File: src/rtl/booth_pkg.sv
// Shared types and sizing for the radix-2 Booth multiplier.
package booth_pkg;

    localparam int unsigned W      = 4;
    localparam int unsigned PW     = 2 * W;
    localparam int unsigned N_ITER = 4;
    localparam int unsigned CNT_W  = 3;

    typedef enum logic [1:0] {
        IDLE = 2'd0,
        RUN  = 2'd1,
        DONE = 2'd2
    } state_t;

    typedef enum logic [1:0] {
        OP_NONE = 2'd0,
        OP_ADD  = 2'd1,
        OP_SUB  = 2'd2
    } booth_op_t;

    // Radix-2 Booth recoding of the current multiplier bit pair {Q[0], Q_1}.
    function automatic booth_op_t booth_select(input logic q0, input logic q_m1);
        booth_op_t op;
        case ({q0, q_m1})
            2'b01:   op = OP_ADD;
            2'b10:   op = OP_SUB;
            default: op = OP_NONE;
        endcase
        return op;
    endfunction

endpackage

File: src/rtl/adder_subtractor4.sv
// 4-bit adder/subtractor: Result = A + B when S=0, A - B when S=1.
module adder_subtractor4
    import booth_pkg::*;
(
    input  logic [W-1:0] A,
    input  logic [W-1:0] B,
    input  logic         S,
    output logic [W-1:0] Result,
    output logic         CarryOut
);

    logic [W:0] sum_c;

    // Two's-complement subtract as A + ~B + 1; carry out is the raw bit W.
    always_comb begin
        sum_c    = {1'b0, A} + {1'b0, B ^ {W{S}}} + (W+1)'(S);
        Result   = sum_c[W-1:0];
        CarryOut = sum_c[W];
    end

endmodule

File: src/rtl/booth_multiplier4.sv
// Sequential 4x4 signed multiplier, radix-2 Booth, four iteration cycles.
module booth_multiplier4
    import booth_pkg::*;
(
    input  logic          clk,
    input  logic          rst_n,
    input  logic          start,
    input  logic [W-1:0]  multiplicand,
    input  logic [W-1:0]  multiplier,
    output logic [PW-1:0] product,
    output logic          busy,
    output logic          done
);

    state_t           state, state_nxt;
    logic [W-1:0]     acc, acc_nxt;
    logic [W-1:0]     q_reg, q_nxt;
    logic             q_1, q_1_nxt;
    logic [W-1:0]     m_reg, m_nxt;
    logic [CNT_W-1:0] cnt, cnt_nxt;
    logic [PW-1:0]    product_nxt;
    logic             busy_nxt, done_nxt;

    booth_op_t        op_c;
    logic             add_s_c;
    logic [W-1:0]     sum_c;
    logic             carry_c;
    logic [W-1:0]     r_c;
    logic             sgn_c;

    adder_subtractor4 u_addsub (
        .A        (acc),
        .B        (m_reg),
        .S        (add_s_c),
        .Result   (sum_c),
        .CarryOut (carry_c)
    );

    // Booth select and true sign of the 5-bit result (handles M = -8 overflow).
    always_comb begin
        op_c    = booth_select(q_reg[0], q_1);
        add_s_c = (op_c == OP_SUB);
        if (op_c == OP_NONE) begin
            r_c   = acc;
            sgn_c = acc[W-1];
        end else begin
            r_c   = sum_c;
            sgn_c = acc[W-1] ^ (m_reg[W-1] ^ add_s_c) ^ carry_c;
        end
    end

    // State and datapath registers.
    always_ff @(posedge clk or negedge rst_n) begin
        if (!rst_n) begin
            state   <= IDLE;
            acc     <= '0;
            q_reg   <= '0;
            q_1     <= 1'b0;
            m_reg   <= '0;
            cnt     <= '0;
            product <= '0;
            busy    <= 1'b0;
            done    <= 1'b0;
        end else begin
            state   <= state_nxt;
            acc     <= acc_nxt;
            q_reg   <= q_nxt;
            q_1     <= q_1_nxt;
            m_reg   <= m_nxt;
            cnt     <= cnt_nxt;
            product <= product_nxt;
            busy    <= busy_nxt;
            done    <= done_nxt;
        end
    end

    // Next-state, iteration shift and output decode.
    always_comb begin
        state_nxt   = state;
        acc_nxt     = acc;
        q_nxt       = q_reg;
        q_1_nxt     = q_1;
        m_nxt       = m_reg;
        cnt_nxt     = cnt;
        product_nxt = product;
        busy_nxt    = busy;
        done_nxt    = 1'b0;

        case (state)
            IDLE: begin
                if (start) begin
                    state_nxt = RUN;
                    acc_nxt   = '0;
                    q_nxt     = multiplier;
                    q_1_nxt   = 1'b0;
                    m_nxt     = multiplicand;
                    cnt_nxt   = '0;
                    busy_nxt  = 1'b1;
                end
            end
            RUN: begin
                acc_nxt = {sgn_c, r_c[W-1:1]};
                q_nxt   = {r_c[0], q_reg[W-1:1]};
                q_1_nxt = q_reg[0];
                cnt_nxt = cnt + CNT_W'(1);
                if (cnt == CNT_W'(N_ITER - 1)) begin
                    state_nxt   = DONE;
                    product_nxt = {sgn_c, r_c[W-1:1], r_c[0], q_reg[W-1:1]};
                    done_nxt    = 1'b1;
                end
            end
            DONE: begin
                state_nxt = IDLE;
                busy_nxt  = 1'b0;
            end
            default: begin
                state_nxt = IDLE;
                busy_nxt  = 1'b0;
            end
        endcase
    end

endmodule

File: config.mk
export PLATFORM = sky130hd
export DESIGN_NAME = booth_multiplier4
export DESIGN_NICKNAME = d
export VERILOG_FILES = /design/src/rtl/booth_pkg.sv /design/src/rtl/adder_subtractor4.sv /design/src/rtl/booth_multiplier4.sv
export SDC_FILE = /design/constraint.sdc
export NUM_CORES = 1
export LEC_CHECK = 0
export ABC_AREA = 1
export CAP_MARGIN = 5
export CELL_PAD_IN_SITES_DETAIL_PLACEMENT = 0
export CELL_PAD_IN_SITES_GLOBAL_PLACEMENT = 1
export CORE_UTILIZATION = 40
export DETAILED_ROUTE_END_ITERATION = 8
export GPL_TIMING_DRIVEN = 1
export PLACE_DENSITY = 0.85
export RECOVER_POWER = 100
export SLEW_MARGIN = 10
export SYNTH_ARGS = -nofsm -noshare
export SYNTH_HDL_FRONTEND = slang
export SYNTH_SLANG_ARGS = --single-unit
File: constraint.sdc
create_clock -name clk -period 1.95 [get_ports clk]
set_input_delay 0.4875 -clock clk [delete_from_list [all_inputs] [get_ports clk]]
set_output_delay 0.4875 -clock clk [all_outputs]
set_load 0.02 [all_outputs]
flops_by_reg.png
Bar = 20 microns. Other sequential cells in the stronger grey, the rest of the logic in the fainter grey.
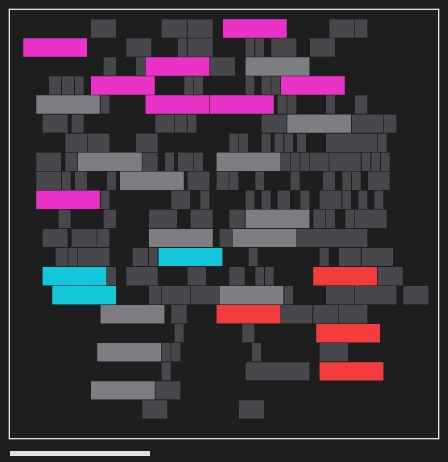
legend:
  `product`:
    colour: magenta
    placed_flops: 8
  `cnt`:
    colour: cyan
    placed_flops: 3
  `m_reg`:
    colour: red
    placed_flops: 4
    where: lower right

congestion.png
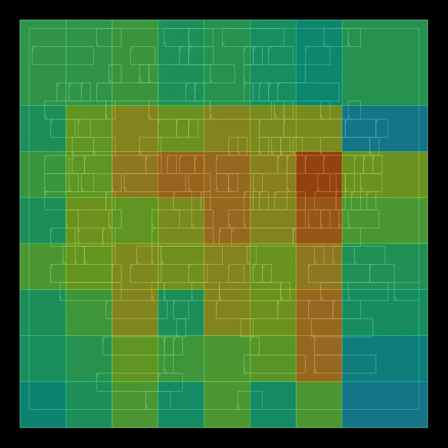
busiest layer in global routing: met2
total routing usage reported by global routing: 15.3%

==> results.txt <==
Flow results follow.

The run finished with clean final reports. The global-route wire length before repair is 4170 microns. The tally of clock buffers in the finished layout is 3. After synthesis, the netlist uses 24 different library cells. The net count reported at finish is 187. Counting flops with an async set or reset pin after synthesis yields a share of 100%. The register with the most flip-flops in the layout has 8 of them. The clock buffer and inverter area fraction after layout is 1.34%.

STA reports the tightest min-delay check as being of type flip-flop to flip-flop. The slew at the pin with the worst max-slew slack is 0.704 ns. Setup repair after global routing could not meet its margin everywhere. The layout filler cell count is 327.

Per the detail_route log, the uppermost layer with routed signals is met4. The area growth from synthesis to final layout is 20.2%. The share of final layout cell area taken by non-clock buffers is 12.2%. Per the post-place timing report, worst setup slack is 0.00371 ns.

The relative slew slack is 53.1%. The final layout report lists a non-clock inverter count of 20. The post-route clock skew is 0.00709 ns. The startpoint of the tightest hold check path is cnt[0]$_DFFE_PN0P_. For reference, the final report shows the max-slew violation count at 0. The fraction of the mapped netlist area in compound gates is 12.2%.

The quantity of gates resized following cts is 1. The count of maximum capacitance violations is 0. Per the timing report, the biggest fanout along the worst path comes to 3. The footprint of the flip-flops and latches is 701 sq um. The insertion delay to the later sink of the worst-skew pair is 0.31 ns. The total detailed-routing wirelength is 2590 microns. The die area is 3730 sq um. The final global-route overflow total is 0. Leaving out buffers and inverters, the combinational logic in the layout accounts for 614 sq um. In this run the cell area measured after placement is 1630 sq um. The total cells reported by yosys after synthesis is 144.

The routed wirelength on the met1 layer is recorded as 1250 microns. The share of the core filled with cells in the final layout is 50.4%. The HPWL after detailed placement is 1910 microns.

The setup check on the worst reg-to-reg path leaves a slack of 0.10 ns. In the final layout, the share of cells above drive strength 1 is 13.3%. The end point of the most critical hold path is cnt[0]$_DFFE_PN0P_. The required time of the worst setup path is 2.18 ns.

The final setup violation count is 0. In the global route stage, met1 resource usage came out at 21.2%.
